[src/rtl/midi_uart_rx.sv]
// MIDI IN serial receiver: 8N1 at BAUD, mid-bit sampling, valid/ready byte output
// with framing-error pulse and sticky overrun status.
module midi_uart_rx #(
  parameter int CLK_HZ       = 25000000,
  parameter int BAUD         = 31250,
  parameter int CLKS_PER_BIT = CLK_HZ / BAUD
) (
  input  logic       i_clk,
  input  logic       i_rst,
  input  logic       i_midi_rx,
  input  logic       i_ready,
  input  logic       i_err_clr,
  output logic [7:0] o_data,
  output logic       o_valid,
  output logic       o_frame_err,
  output logic       o_overrun,
  output logic       o_busy
);

  localparam int TW = $clog2(CLKS_PER_BIT);
  localparam logic [TW-1:0] HALF_LAST = TW'(CLKS_PER_BIT / 2 - 1);
  localparam logic [TW-1:0] FULL_LAST = TW'(CLKS_PER_BIT - 1);

  typedef enum logic [2:0] {
    IDLE,
    START,
    DATA,
    STOP,
    BREAK
  } state_t;

  state_t        state, state_nxt;
  logic [TW-1:0] tick_cnt, tick_nxt;
  logic [2:0]    bit_cnt, bit_nxt;
  logic [7:0]    shreg, shreg_nxt;
  logic [7:0]    data_nxt;
  logic          valid_nxt;
  logic          ovr_nxt;
  logic          ferr_nxt;
  logic          deliver;
  logic          sync1;
  logic          rx_s;

  // Two-flop synchroniser; resets to the idle (high) line level.
  always_ff @(posedge i_clk or posedge i_rst) begin
    if (i_rst) begin
      sync1 <= 1'b1;
      rx_s  <= 1'b1;
    end else begin
      sync1 <= i_midi_rx;
      rx_s  <= sync1;
    end
  end

  always_ff @(posedge i_clk or posedge i_rst) begin
    if (i_rst) begin
      state       <= IDLE;
      tick_cnt    <= '0;
      bit_cnt     <= '0;
      shreg       <= '0;
      o_data      <= '0;
      o_valid     <= 1'b0;
      o_frame_err <= 1'b0;
      o_overrun   <= 1'b0;
    end else begin
      state       <= state_nxt;
      tick_cnt    <= tick_nxt;
      bit_cnt     <= bit_nxt;
      shreg       <= shreg_nxt;
      o_data      <= data_nxt;
      o_valid     <= valid_nxt;
      o_frame_err <= ferr_nxt;
      o_overrun   <= ovr_nxt;
    end
  end

  // Frame sequencing: the start bit is checked at its midpoint, after which every
  // full bit period lands in the middle of the next bit.
  always_comb begin
    state_nxt = state;
    tick_nxt  = tick_cnt + TW'(1);
    bit_nxt   = bit_cnt;
    shreg_nxt = shreg;
    deliver   = 1'b0;
    ferr_nxt  = 1'b0;
    case (state)
      IDLE: begin
        tick_nxt = '0;
        if (!rx_s) state_nxt = START;
      end
      START: begin
        if (tick_cnt == HALF_LAST) begin
          tick_nxt  = '0;
          bit_nxt   = '0;
          state_nxt = rx_s ? IDLE : DATA;
        end
      end
      DATA: begin
        if (tick_cnt == FULL_LAST) begin
          tick_nxt  = '0;
          shreg_nxt = {rx_s, shreg[7:1]};
          bit_nxt   = bit_cnt + 3'd1;
          if (bit_cnt == 3'd7) state_nxt = STOP;
        end
      end
      STOP: begin
        if (tick_cnt == FULL_LAST) begin
          tick_nxt = '0;
          if (rx_s) begin
            deliver   = 1'b1;
            state_nxt = IDLE;
          end else begin
            ferr_nxt  = 1'b1;
            state_nxt = BREAK;
          end
        end
      end
      BREAK: begin
        tick_nxt = '0;
        if (rx_s) state_nxt = IDLE;
      end
      default: begin
        tick_nxt  = '0;
        state_nxt = IDLE;
      end
    endcase
  end

  // Output holding register: a consumer handshake in the delivery cycle frees the
  // slot for the new byte; otherwise the new byte is dropped and overrun latches.
  always_comb begin
    data_nxt  = o_data;
    valid_nxt = o_valid;
    ovr_nxt   = o_overrun;
    if (o_valid && i_ready) valid_nxt = 1'b0;
    if (deliver && (!o_valid || i_ready)) begin
      data_nxt  = shreg;
      valid_nxt = 1'b1;
    end
    if (i_err_clr) ovr_nxt = 1'b0;
    if (deliver && o_valid && !i_ready) ovr_nxt = 1'b1;
  end

  assign o_busy = (state != IDLE);

endmodule

[config.mk]
export PLATFORM = sky130hd
export DESIGN_NAME = midi_uart_rx
export DESIGN_NICKNAME = d
export VERILOG_FILES = /design/src/rtl/midi_uart_rx.sv
export SDC_FILE = /design/constraint.sdc
export NUM_CORES = 1
export LEC_CHECK = 0
export CAP_MARGIN = 20
export CORE_ASPECT_RATIO = 1.75
export CORE_MARGIN = 1
export CORE_UTILIZATION = 45
export DETAILED_ROUTE_END_ITERATION = 10
export PLACE_DENSITY = 0.66
export SLEW_MARGIN = 20
export SYNTH_ARGS = -nofsm -noshare
export SYNTH_HDL_FRONTEND = slang
export SYNTH_SLANG_ARGS = --single-unit
[constraint.sdc]
create_clock -name i_clk -period 2.6 [get_ports i_clk]
set_input_delay 0.78 -clock i_clk [delete_from_list [all_inputs] [get_ports i_clk]]
set_output_delay 0.78 -clock i_clk [all_outputs]
set_load 0.05 [all_outputs]
==> Slide: Implementation Results, run 1 <==
Key Metrics from the Run

Worst setup path
  – Reg2Reg Setup Slack: 0.45 ns
  – Reg2Reg Depth: 4
  – Worst endpoint data arrival time: ~1.7 ns
  – End of the critical path: o_busy
  – Critical path, cell by cell: inv_1 > nand2_1 > clkdlybuf4s50_1
  – Startpoint Class: flop
  – Worst R2R Start: tick_cnt[5]
  – Critical path type: reg -> out
  – Top delay family on crit path: buffers and inverters
  – CP max FO: 6
  – Bufs and invs on worst path: 2
  – R2R Path End: shreg[0]
  – Critical path's slowest cell: clkdlybuf4s50_1
  – Instance count on the critical path: 3
  – Worst setup EP type: output pin
  – Worst setup startpoint: state[1]

Floorplanning
  – Tap cells: about 45
  – Die Width: 47.1 um
  – Ports: 17
  – Starting Density: 0.471
  – Die footprint: approximately 3800 sq um

Logic synthesis
  – Mean Syn Cell Area: between 10 and 15 sq um
  – Yosys aoi share: 0.0641
  – Synth area leader: dfrtp_1
  – Synth flops: 37
  – Count leader, synth: dfrtp_1
  – Mapped Cells: 133
  – YS chip area: around 1600 sq um
  – Xor/xnor share: 0.0383
  – Yosys Warn Count: 0
  – Count of cell types in the netlist: 33
  – Ys cells: 133
  – Syn Nets: around 140
  – Synthesized area: between 1500 and 2000 sq um
  – EDFF count, synth: 0
  – Synth cell count leaders: dfrtp_1 (35), mux2_2 (17), nor2_1 (12)
  – Synth logic family: simple AND/OR/NAND/NOR gates
  – Cell area leaders: dfrtp_1 (55%), mux2_2 (12%), dfstp_2 (3.3%)
  – Adder Area Share: 0.0234
  – Mux share: 0.120
  – Top-area cell type share of the netlist area: 0.547
  – Top FF cell, synth: dfrtp_1

Drt
  – Via count: between 1k and 1.5k
  – Routed met3 length: 113 um
  – Max Used Layer: met4
  – Final WL: around 3100 um
  – DRT antenna net count: 0
  – Vias per Instance: between 5 and 6
  – Met1 WL: roughly 1300 um
  – WL/cell: 15.2 um
  – First-pass detailed-route iteration total: 4
  – DRC: 0

Power and ir drop
  – Max power group: registers
  – P_comb: 0.0184 mW
  – Psw: about 0.22 mW
  – Pint: approximately 0.90 mW
  – Register share of total power: 0.519
  – Sequential power: between 0.5 and 0.6 mW
  – Static leakage: slightly above 0.9 nW
  – Total power: ~1.1 mW
  – Switching Share: 0.197
  – Gate power share: 0.017

Place
  – GP Congestion: about 0.84
  – Cell total after placement: 195
  – Worst slack at placement: approximately 0.27 ns
  – Post-DP HPWL: 2230 um
  – PortBufs: 16

Global routing
  – Pin count of the biggest net entering global routing: 38
  – Vias in the first global route: ~1.2k
  – M3 GR Usage: 0.0533
  – Routing usage on met1: 0.240
  – GR Util met2: 0.325
  – Gr usage total: 0.201
  – Initial antenna violation count: 0
  – First-pass GRT wire length: between 5000 and 6000 um
  – Total gr overflow: 0

Worst hold path
  – Hold path depth: 0
  – Source of the worst hold timing path: sync1
  – Worst Hold Class: reg -> reg
  – Worst Hold End: rx_s

Clock tree
  – CTS Buffer Depth: 2
  – Sinks on Clock Net: 37
  – Total CTS buffers: 5
  – CTS tree: yes
  – Root Driver: clkbuf_8
  – Cts repair resizes: 0
  – Clock Pin Slew Worst Setup and Hold Paths: 0.07 ns

Final layout
  – Layout cells sized above 1: 0.209
  – Dominant kind of cell: sequential cells
  – Most frequent logic cell in the layout: dfrtp_1
  – Fin nets: between 150 and 200
  – Biggest register: tick_cnt
  – Multi-In Gates: a little under 90
  – Most common logic cells in the final layout: dfrtp_1 (35), mux2_2 (17), clkdlybuf4s50_1 (16), nor2_1 (12)
  – Final-layout fill cell count: a little under 300
  – Seq cells: 37
  – Ant. Diodes: 0
  – Signal buf overhead: 0.0972
  – Clock buffers: 6
  – Non-Clock Buffer Count: 20
  – Area delta synth->final: 22.2%
  – Clock tree cell share of total cell area: 0.0614
  – Max FFs per register: 10
  – Final Instance Area: 1960 sq um
  – Non-Filler Instances: roughly 200

STA
  – Setup-failing EPs final: 0
  – Period utilization: 0.949
  – RSZ-0062 raised after global routing: false
  – Fmax achieved: around 0.4 GHz
  – Crit path time final: 2.47 ns
  – Worst Setup Slack, final: 0.133 ns
  – Fin Hold WS: between 0.3 and 0.4 ns
  – Fin. Hold Viols: 0
  – Slew headroom: 0.536

Status
  – Status: finished clean
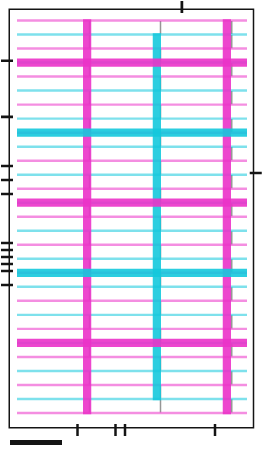
Run 1: supply network
Bar = 10 um. Pins as bars on the die edge. Tap cells in gray.
- cyan: VDD
- magenta: VSS
- tap cells: 45
- rows: 28
height of the die: 80.9 um
Max IR drop VDD: 597 uV

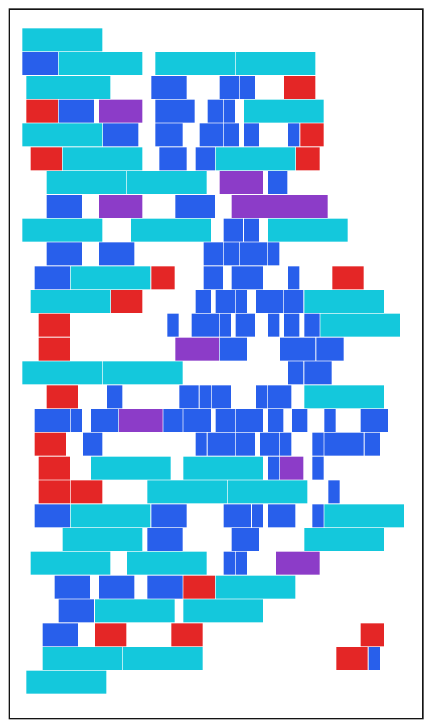
Run 1: placement by cell class
- cyan: flops (cells 37)
- purple: clock drivers and dummy loads (cells 8)
- red: other buffers and delay cells (cells 20)
- blue: all other logic (cells 93)
Core ar.: 3400 sq um
Util after Layout: 0.576
row cnt: 28

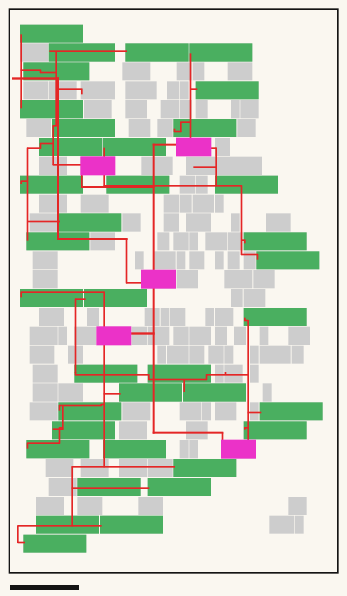
Run 1: clock network drawn from the DEF
Bar = 10 um.
- red: clock wires (length 455 um)
- green: flip-flops (count 37)
- magenta: cells driving clock nets (count 5)
- flops lie: spread over the die
- routed clock nets: 6
Clock Power: 0.518 mW
final setup skew: 0.0118 ns
Skew-Pair Late Insertion Delay: 0.29 ns
Clock Power Share: 0.464

## Run 2: what changed since run 1
Settings changed: CTS_CLUSTER_DIAMETER set to 150, PLACE_DENSITY 0.66 to 0.77.
Clock period 2.6 ns to 2.95 ns, I/O delays scaled along.
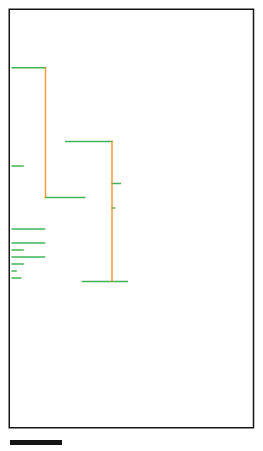
Run 2: metal layers overlaid
Bar = 10 um. Only two layers are drawn.
- green: met3 (wire length 60.7 um)
- orange: met4 (wire length 52.4 um)
via count: 1071
WL/cell: 14.8 um
gr usage total: 0.193
final WL: 2970 um

==> Slide: Implementation Results, run 2 <==
Key Metrics from the Run

Status
  – Status: finished clean

Logic synthesis
  – Count of cell types in the netlist: 33 (unchanged)
  – Cell area leaders: dfrtp_1 (55%), mux2_2 (12%), dfstp_2 (3.3%)
  – Count leader, synth: dfrtp_1
  – YS chip area: 1600 sq um (unchanged)
  – Mean Syn Cell Area: 12.0 sq um (unchanged)
  – Synth cell count leaders: dfrtp_1 (35), mux2_2 (17), nor2_1 (12)
  – Syn Nets: 141 (unchanged)
  – Yosys aoi share: 0.0641 (unchanged)
  – Mux share: 0.120 (unchanged)
  – Yosys Warn Count: 0 (unchanged)
  – Xor/xnor share: 0.0383 (unchanged)
  – Mapped Cells: 133 (unchanged)
  – Synth flops: 37 (unchanged)
  – Top FF cell, synth: dfrtp_1
  – Ys cells: 133 (unchanged)
  – Synth logic family: simple AND/OR/NAND/NOR gates
  – Top-area cell type share of the netlist area: 0.547 (unchanged)
  – Adder Area Share: 0.0234 (unchanged)
  – EDFF count, synth: 0 (unchanged)

Floorplanning
  – Height of the die: 80.9 um (unchanged)
  – Starting Density: 0.471 (unchanged)
  – Die footprint: 3810 sq um (unchanged)
  – Row cnt: 28 (unchanged)
  – Die Width: 47.1 um (unchanged)
  – Core ar.: 3400 sq um (unchanged)
  – Tap cells: 45 (unchanged)

Power and ir drop
  – P_comb: 0.0161 mW (-13%)
  – Sequential power: 0.511 mW (-12%)
  – Clock Power Share: 0.492 (+0.028)
  – Switching Share: 0.180 (-0.0166)
  – Gate power share: 0.015 (-0.002)
  – Static leakage: 0.918 nW (+0.12%)
  – Max IR drop VDD: 381 uV (-36%)
  – Psw: 0.187 mW (-15%)
  – Total power: 1.04 mW (-7.0%)
  – Register share of total power: 0.492 (-0.027)

Place
  – Cell total after placement: 193 (-1.0%)
  – GP Congestion: 0.891 (+6.0%)
  – PortBufs: 16 (unchanged)
  – Worst slack at placement: 0.556 ns (+0.289 ns)
  – Post-DP HPWL: 2130 um (-4.3%)

Worst setup path
  – Instance count on the critical path: 3 (unchanged)
  – Worst setup startpoint: state[0]
  – CP max FO: 10 (+4)
  – R2R Path End: bit_cnt[0]
  – Critical path type: reg -> out
  – End of the critical path: o_busy
  – Startpoint Class: flop
  – Critical path, cell by cell: nor2_1 > nand2_1 > clkdlybuf4s50_1
  – Critical path's slowest cell: clkdlybuf4s50_1
  – Worst R2R Start: tick_cnt[5]
  – Bufs and invs on worst path: 1 (-1)
  – Top delay family on crit path: buffers and inverters
  – Worst endpoint data arrival time: 1.81 ns (+0.12 ns)

Drt
  – First-pass detailed-route iteration total: 2 (-2)
  – DRC: 0 (unchanged)
  – Max Used Layer: met4
  – Routed met3 length: 60 um (-47%)
  – Vias per Instance: 5.33 (-2.6%)
  – Met1 WL: 1230 um (-1.7%)
  – DRT antenna net count: 0 (unchanged)

Global routing
  – Vias in the first global route: 1150 (-1.8%)
  – Total gr overflow: 0 (unchanged)
  – Routing usage on met1: 0.248 (+0.00770)
  – Initial antenna violation count: 0 (unchanged)
  – M3 GR Usage: 0.0333 (-0.0200)
  – First-pass GRT wire length: 5220 um (-2.1%)
  – GR Util met2: 0.310 (-0.0153)
  – Pin count of the biggest net entering global routing: 38 (unchanged)

STA
  – Slew headroom: 0.534 (-0.00221)
  – Setup-failing EPs final: 0 (unchanged)
  – Fmax achieved: approximately 0.37 GHz
  – Period utilization: 0.914
  – RSZ-0062 raised after global routing: false
  – Fin Hold WS: 0.362 ns (+0.00272 ns)
  – Worst Setup Slack, final: 0.253 ns (+0.119 ns)
  – Final setup skew: 0.00478 ns (-0.00707 ns)
  – Crit path time final: 2.70 ns

Final layout
  – Util after Layout: 0.575 (about the same)
  – Dominant kind of cell: sequential cells
  – Area delta synth->final: 22.1% (about the same)
  – Multi-In Gates: 88 (unchanged)
  – Inverters: 5
  – Non-Clock Buffer Count: 18 (-10%)
  – Most common logic cells in the final layout: dfrtp_1 (35), mux2_2 (17), clkdlybuf4s50_1 (16), nor2_1 (12), nand2_1 (6)
  – Final Instance Area: 1960 sq um (about the same)
  – Seq cells: 37 (unchanged)
  – Final-layout fill cell count: 282 (-3.1%)
  – Max FFs per register: 10 (unchanged)
  – Clock tree cell share of total cell area: 0.0685 (+0.00708)
  – Layout cells sized above 1: 0.199 (-0.0101)
  – Signal buf overhead: 0.0896 (-0.00762)
  – Register area: about 930 sq um
  – Biggest register: tick_cnt

Clock tree
  – Sinks on Clock Net: 37 (unchanged)
  – Clock Pin Slew Worst Setup and Hold Paths: 0.07 ns (about the same)
  – Root Driver: clkbuf_8
  – CTS Buffer Depth: 2 (unchanged)
  – Cts repair resizes: 0 (unchanged)

Worst hold path
  – Worst Hold Class: reg -> reg
  – Source of the worst hold timing path: sync1
  – Hold path depth: 0 (unchanged)
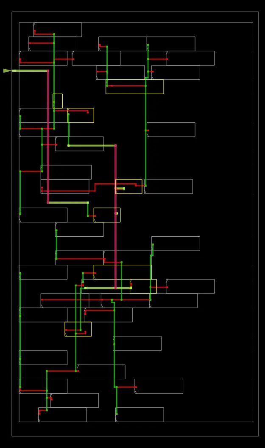
Run 2: clock wiring as the flow saved it
Skew-Pair Late Insertion Delay: 0.28 ns
Clock Power: 0.511 mW
total CTS buffers: 5
clock buffers: 5

Power is estimated from default activity; no workload was simulated.
